## src/rtl/imem_loader_pkg.sv

```systemverilog
// Shared types and constants for the instruction-memory program loader.
package imem_loader_pkg;

  localparam int unsigned BYTE_W         = 8;
  localparam int unsigned WORD_W         = 32;
  localparam int unsigned BYTES_PER_WORD = 4;
  localparam int unsigned BCNT_W         = 2;
  localparam int unsigned HDR_W          = 16;

  // Loader sequencing states
  typedef enum logic [2:0] {
    ST_IDLE   = 3'd0,
    ST_LEN_HI = 3'd1,
    ST_LEN_LO = 3'd2,
    ST_DATA   = 3'd3,
    ST_CSUM   = 3'd4,
    ST_DONE   = 3'd5,
    ST_ERROR  = 3'd6
  } loader_state_e;

  // States in which the loader consumes stream bytes
  function automatic logic state_accepts(input loader_state_e s);
    return (s == ST_LEN_HI) || (s == ST_LEN_LO) || (s == ST_DATA) || (s == ST_CSUM);
  endfunction

  // States in which a start request launches a new load
  function automatic logic state_restartable(input loader_state_e s);
    return (s == ST_IDLE) || (s == ST_DONE) || (s == ST_ERROR);
  endfunction

endpackage

```

## src/rtl/byte_to_word_packer.sv

```systemverilog
// Packs an MSB-first byte stream into 32-bit words; pulses o_word_valid one
// cycle after the fourth byte of each word.
module byte_to_word_packer
  import imem_loader_pkg::*;
(
  input  logic              i_clk,
  input  logic              i_reset,
  input  logic              i_clear,
  input  logic              i_byte_en,
  input  logic [BYTE_W-1:0] i_byte,
  output logic [WORD_W-1:0] o_word,
  output logic              o_word_valid,
  output logic              o_last_byte_c
);

  localparam int unsigned SHIFT_W = WORD_W - BYTE_W;

  logic [BCNT_W-1:0]  r_cnt;
  logic [SHIFT_W-1:0] r_shift;
  logic [WORD_W-1:0]  r_word;
  logic               r_word_valid;

  // Fourth byte of the current word is being accepted this cycle
  assign o_last_byte_c = i_byte_en && (r_cnt == BCNT_W'(BYTES_PER_WORD - 1));

  // Shift register, byte counter and registered word strobe
  always_ff @(posedge i_clk or negedge i_reset) begin
    if (!i_reset) begin
      r_cnt        <= '0;
      r_shift      <= '0;
      r_word       <= '0;
      r_word_valid <= 1'b0;
    end else begin
      r_word_valid <= o_last_byte_c;
      if (i_clear) begin
        r_cnt   <= '0;
        r_shift <= '0;
      end else if (i_byte_en) begin
        r_cnt   <= r_cnt + BCNT_W'(1);
        r_shift <= {r_shift[SHIFT_W-BYTE_W-1:0], i_byte};
        if (o_last_byte_c) begin
          r_word <= {r_shift, i_byte};
        end
      end
    end
  end

  assign o_word       = r_word;
  assign o_word_valid = r_word_valid;

endmodule

```

## src/rtl/imem_program_loader.sv

```systemverilog
// Boot-time loader: parses a length header, big-endian words and an XOR
// checksum from a byte stream, writes imem and holds the core until verified.
module imem_program_loader
  import imem_loader_pkg::*;
#(
  parameter int unsigned ADDR_W = 10,
  parameter int unsigned DATA_W = 32
) (
  input  logic              i_clk,
  input  logic              i_reset,
  input  logic              i_start,
  input  logic [7:0]        i_rx_data,
  input  logic              i_rx_valid,
  output logic              o_rx_ready,
  output logic              o_imem_we,
  output logic [ADDR_W-1:0] o_imem_addr,
  output logic [DATA_W-1:0] o_imem_wdata,
  output logic              o_cpu_hold,
  output logic              o_done,
  output logic              o_error,
  output logic [ADDR_W:0]   o_words_loaded
);

  localparam int unsigned CNT_W     = ADDR_W + 1;
  localparam int unsigned MAX_WORDS = 32'(1) << ADDR_W;

  loader_state_e     r_state, w_state_nxt;
  logic [BYTE_W-1:0] r_len_hi, w_len_hi_nxt;
  logic [CNT_W-1:0]  r_len, w_len_nxt;
  logic [BYTE_W-1:0] r_csum, w_csum_nxt;
  logic [CNT_W-1:0]  r_words, w_words_nxt;
  logic [ADDR_W-1:0] r_addr, w_addr_nxt;
  logic              r_rx_ready, w_rx_ready_nxt;
  logic              r_cpu_hold, w_cpu_hold_nxt;
  logic              r_done, w_done_nxt;
  logic              r_error, w_error_nxt;

  logic              w_accept;
  logic              w_clear;
  logic              w_data_en;
  logic              w_last_byte;
  logic              w_word_valid;
  logic [WORD_W-1:0] w_word;
  logic [HDR_W-1:0]  w_len_full;

  assign w_accept   = i_rx_valid && r_rx_ready;
  assign w_data_en  = w_accept && (r_state == ST_DATA);
  assign w_len_full = {r_len_hi, i_rx_data};

  byte_to_word_packer u_packer (
    .i_clk         (i_clk),
    .i_reset       (i_reset),
    .i_clear       (w_clear),
    .i_byte_en     (w_data_en),
    .i_byte        (i_rx_data),
    .o_word        (w_word),
    .o_word_valid  (w_word_valid),
    .o_last_byte_c (w_last_byte)
  );

  // Next-state, datapath and registered-output decode
  always_comb begin
    w_state_nxt  = r_state;
    w_len_hi_nxt = r_len_hi;
    w_len_nxt    = r_len;
    w_csum_nxt   = r_csum;
    w_words_nxt  = r_words;
    w_addr_nxt   = r_addr;
    w_clear      = 1'b0;

    case (r_state)
      ST_IDLE, ST_DONE, ST_ERROR: begin
        if (i_start) begin
          w_state_nxt = ST_LEN_HI;
          w_clear     = 1'b1;
          w_csum_nxt  = '0;
          w_words_nxt = '0;
        end
      end
      ST_LEN_HI: begin
        if (w_accept) begin
          w_len_hi_nxt = i_rx_data;
          w_csum_nxt   = r_csum ^ i_rx_data;
          w_state_nxt  = ST_LEN_LO;
        end
      end
      ST_LEN_LO: begin
        if (w_accept) begin
          w_csum_nxt = r_csum ^ i_rx_data;
          if (32'(w_len_full) > MAX_WORDS) begin
            w_state_nxt = ST_ERROR;
          end else if (w_len_full == '0) begin
            w_state_nxt = ST_CSUM;
          end else begin
            w_len_nxt   = CNT_W'(w_len_full);
            w_state_nxt = ST_DATA;
          end
        end
      end
      ST_DATA: begin
        if (w_accept) begin
          w_csum_nxt = r_csum ^ i_rx_data;
          if (w_last_byte) begin
            // Address and count update alongside the packer's write strobe
            w_addr_nxt  = r_words[ADDR_W-1:0];
            w_words_nxt = r_words + CNT_W'(1);
            if (w_words_nxt == r_len) begin
              w_state_nxt = ST_CSUM;
            end
          end
        end
      end
      ST_CSUM: begin
        if (w_accept) begin
          w_state_nxt = (i_rx_data == r_csum) ? ST_DONE : ST_ERROR;
        end
      end
      default: begin
        w_state_nxt = ST_IDLE;
      end
    endcase

    // Status outputs follow the state being entered, so they are coherent
    // with it and done/error can never overlap.
    w_rx_ready_nxt = state_accepts(w_state_nxt);
    w_done_nxt     = (w_state_nxt == ST_DONE);
    w_error_nxt    = (w_state_nxt == ST_ERROR);
    w_cpu_hold_nxt = (w_state_nxt != ST_DONE);
  end

  // State and datapath registers
  always_ff @(posedge i_clk or negedge i_reset) begin
    if (!i_reset) begin
      r_state    <= ST_IDLE;
      r_len_hi   <= '0;
      r_len      <= '0;
      r_csum     <= '0;
      r_words    <= '0;
      r_addr     <= '0;
      r_rx_ready <= 1'b0;
      r_cpu_hold <= 1'b1;
      r_done     <= 1'b0;
      r_error    <= 1'b0;
    end else begin
      r_state    <= w_state_nxt;
      r_len_hi   <= w_len_hi_nxt;
      r_len      <= w_len_nxt;
      r_csum     <= w_csum_nxt;
      r_words    <= w_words_nxt;
      r_addr     <= w_addr_nxt;
      r_rx_ready <= w_rx_ready_nxt;
      r_cpu_hold <= w_cpu_hold_nxt;
      r_done     <= w_done_nxt;
      r_error    <= w_error_nxt;
    end
  end

  assign o_rx_ready     = r_rx_ready;
  assign o_imem_we      = w_word_valid;
  assign o_imem_addr    = r_addr;
  assign o_imem_wdata   = DATA_W'(w_word);
  assign o_cpu_hold     = r_cpu_hold;
  assign o_done         = r_done;
  assign o_error        = r_error;
  assign o_words_loaded = r_words;

endmodule

```

## config.mk

```make
export PLATFORM = sky130hd
export DESIGN_NAME = imem_program_loader
export DESIGN_NICKNAME = d
export VERILOG_FILES = /design/src/rtl/imem_loader_pkg.sv /design/src/rtl/byte_to_word_packer.sv /design/src/rtl/imem_program_loader.sv
export SDC_FILE = /design/constraint.sdc
export NUM_CORES = 1
export LEC_CHECK = 0
export CAP_MARGIN = 20
export CORE_MARGIN = 2
export CORE_UTILIZATION = 40
export DETAILED_ROUTE_END_ITERATION = 12
export GPL_TIMING_DRIVEN = 0
export PLACE_DENSITY = 0.65
export SLEW_MARGIN = 20
export SYNTH_ARGS = -nofsm -noshare
export SYNTH_HDL_FRONTEND = slang
export SYNTH_SLANG_ARGS = --single-unit
```

## constraint.sdc

```tcl
create_clock -name i_clk -period 6.1 [get_ports i_clk]
set_clock_uncertainty 0.05 [all_clocks]
set_input_delay 0.61 -clock i_clk [delete_from_list [all_inputs] [get_ports i_clk]]
set_output_delay 0.61 -clock i_clk [all_outputs]
set_load 0.01 [all_outputs]
```

==> images/final_congestion.png <==
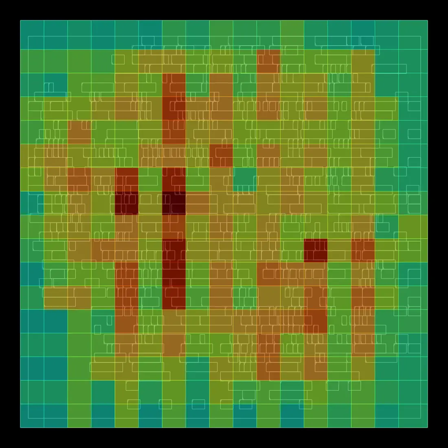
WL/cell: 14.6 µm
GR peak layer: met2
Final Core Density: 52.8%
met1 GRT Util: 25.8%
met3 usage: 4.84%

==> images/registers.png <==
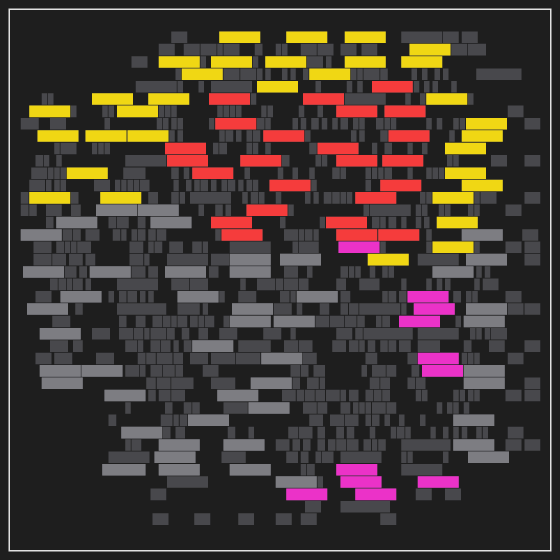
- yellow: u_packer.o_word (sequential cells 32)
- red: u_packer.r_shift (sequential cells 24)
- magenta: o_words_loaded (sequential cells 11)
sequential share of cell area: 42.3%
P_seq: 0.00111 W

==> images/met1.png <==
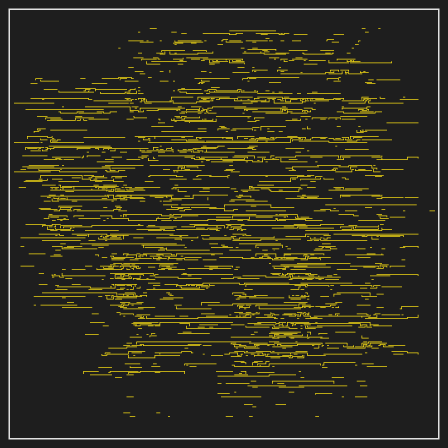
- wire length on this layer: 5750 µm
- main direction: horizontal
- longest straight run: 39.6 µm
- nets with wire on the layer: 603
- share of all routed wire: 47%
Vias: 4268
Routed Wire Length: 12300 µm

==> images/port_nets.png <==
Bar = 20 µm.
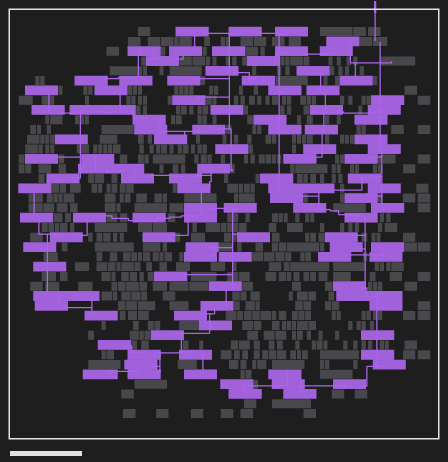
- purple: i_reset (bits 1; direction input; edge top; end cells 114; buffers 2; wire 825 µm)
PortBufs: 61
I/O pin count: 70

-- state kept, by name, summed over array words and instances, names as in the netlist --
register,cells
o_imem_addr,10
o_cpu_hold,1
u_packer.o_word_valid,1
u_packer.o_word,32
o_words_loaded,11
r_len,11
o_done,1
r_len_hi,8
r_csum,8
u_packer.r_shift,24
o_rx_ready,1
u_packer.r_cnt,2
r_state,3
o_error,1
-- Yosys cell counts (2+ instances only) --
library cell and instances:
o31ai_1 6, dfrtp_1 113, or2_2 4, mux2_4 5, nor2b_1 5, or2b_1 3, buf_6 4, o22ai_1 2
nor4_1 5, and4_1 2, inv_1 5, xnor2_1 19, o21ai_0 41, a21oi_1 33, buf_2 9, nand2b_1 10
nand3b_1 3, clkbuf_1 22, nand4_1 6, ha_1 2, xor2_1 5, nand3_1 9, mux2_2 12, nor2_1 24
or3_1 5, nand2_1 192, a31oi_1 3, buf_1 5, o211a_1 2, and2_1 6, nor3_1 2
-- cell usage in the layout, fill, tap and decap left out, types with 2 or more instances in the layout --
cell type	count
xor2_1	5
buf_1	5
o21ai_0	41
clkbuf_16	17
nand3b_1	3
nor4_1	5
o22ai_1	2
o211a_1	2
nor2_1	24
nand3_1	9
and2_1	6
mux2_4	5
bufinv_16	4
or2b_1	3
a21oi_1	33
clkbuf_8	4
nor3_1	2
nand2_1	192
nand4_1	6
dfrtp_1	113
ha_1	2
o31ai_1	6
buf_6	5
or2_2	4
xnor2_1	19
inv_1	5
clkdlybuf4s50_1	60
a31oi_1	3
nor2b_1	5
buf_2	9
and4_1	2
nand2b_1	10
clkbuf_1	25
or3_1	5
mux2_2	12
-- per-layer routing --
layer  wire length, µm  GRT usage (%)  up-vias  share of wire [%]
li1                  -              -     2068                  -
met1              5750           25.8     2048                 47
met5                 0              0        -                  0
met4               251           8.93        0                2.0
met2              5500           27.5      133                 45
met3               751           4.84       19                6.1
-- worst max-delay path, stage by stage (launching register included) --
cell and delay [ns]:
dfrtp_1 0.32, buf_2 0.19, nand3b_1 0.27, or2_2 0.38
inv_1 0.19, clkbuf_1 0.50, buf_1 0.41, nand2_1 0.14
nand2_1 0.07
-- power groups by stage --
stage	Combinational (W)	Clock, W	Sequential (W)
after detailed placement	0.000833	0	0.00112
after global placement	0.000808	0	0.00111
after floorplan	0.000453	0	0.00114
after CTS	0.000838	0.00106	0.00111
after global routing	0.000928	0.00109	0.00114
final	0.000832	0.00104	0.00111
-- path summary, 6_finish.rpt --
| path | end | slack (ns) | depth (start not counted) | from |
|---|---|---|---|---|
| worst min-delay path | u_packer.o_word[26] | 0.05 | 1 | i_reset |
| min in group i_clk | u_packer.o_word[1] | 0.39 | 3 | i_rx_data[1] |
| worst max register to register | u_packer.o_word[20] | 3.50 | 8 | r_state[1] |
| worst max-delay path | u_packer.o_word[20] | 3.50 | 8 | r_state[1] |
| max in group asynchronous | o_cpu_hold | 5.22 | 2 | i_reset |
| worst min register to register | u_packer.o_word[27] | 0.42 | 2 | u_packer.r_shift[19] |
==> changes_impl.md <==
### Changed

* Largest fanout on the critical path at 10
* Clock root cell: clkbuf_16
* First-pass GRT wire length at 20900 µm
* Max Transition Viols Final at 0
* Post-synth EDFFs at 0
* Total CTS buffers at 17
* Non-clock buffer share of cell area at 12.6%
* Initial Util at 41.3%
* Detailed router's first-iteration violation count at 307
* Switching Fraction at 29.6%
* Post-synth top area cell: dfrtp_1
* Signal buffers at 103
* Post-Synth XOR/XNOR Area at 3.98%
* Initial antenna violation count at 0
* Routability cong. at 0.876
* Asr flop ratio synth at 100%
* H-tree Lvls at 4
* Syn nets at 591
* Hold Fails Final Rpt at 0
* Postcts setup bufs at 0
* Hold Slack at 0.0521 ns
* Logic pwr share at 27.9%
* Layout cells sized above 1 at 9.88%
* Logic share of the area at 32.5%
* Tool warning count at 26
* Biggest area cells: dfrtp_1, nand2_1, o21ai_0, xnor2_1, a21oi_1
* Pint at 0.00210 W
* CTS tree: done
* Final Cell Area at 0.00675 mm²
* Number of inserted diodes at 0
* Critical path endpoint category: register
* Fill count at 1136
* Combinational Area at 0.00219 mm²
* Top-area cell type share of the netlist area at 53.6%
* Area reported by Yosys stat at 0.00528 mm²
* VDD IR max at 0.212 mV
* Post-Syn Area at 0.00528 mm²
* Nets at 672
* Leak at 3.09 nW
* Sequential share of power at 37.3%
* Final setup vio count at 0
* Largest net degree at the start of global routing at 77
* Commonest flop: dfrtp_1
* Max_slew headroom at 56.9%
* Adders+Majority by Area at 0.474%
* P&R area growth vs syn at 27.9%
* Power density over the cells at 441 mW/mm²
* # Taps at 172
* Total power at 0.00298 W
* Fmax at 0.384 GHz
* Number of global-route vias before repair at 4190
* Chip Height at 119 µm
* Post-cts sizing count at 0
* Mapped Avg Cell Area at 9.15 µm²
* Register area at 0.00285 mm²
* Die X at 119 µm
* Status: finished, final reports clean
* Worst Path Class, Setup: register to register
* Core Area at 0.0128 mm²
* Critical Path RT at 6.40 ns
* Antenna Violating Nets Remaining at 0
* Clock power share at 34.8%
* DRC Markers at 0
* Clk latency late pin at 0.41 ns
* Cycle use final at 42.7%
Power and IR drop assume default switching activity.
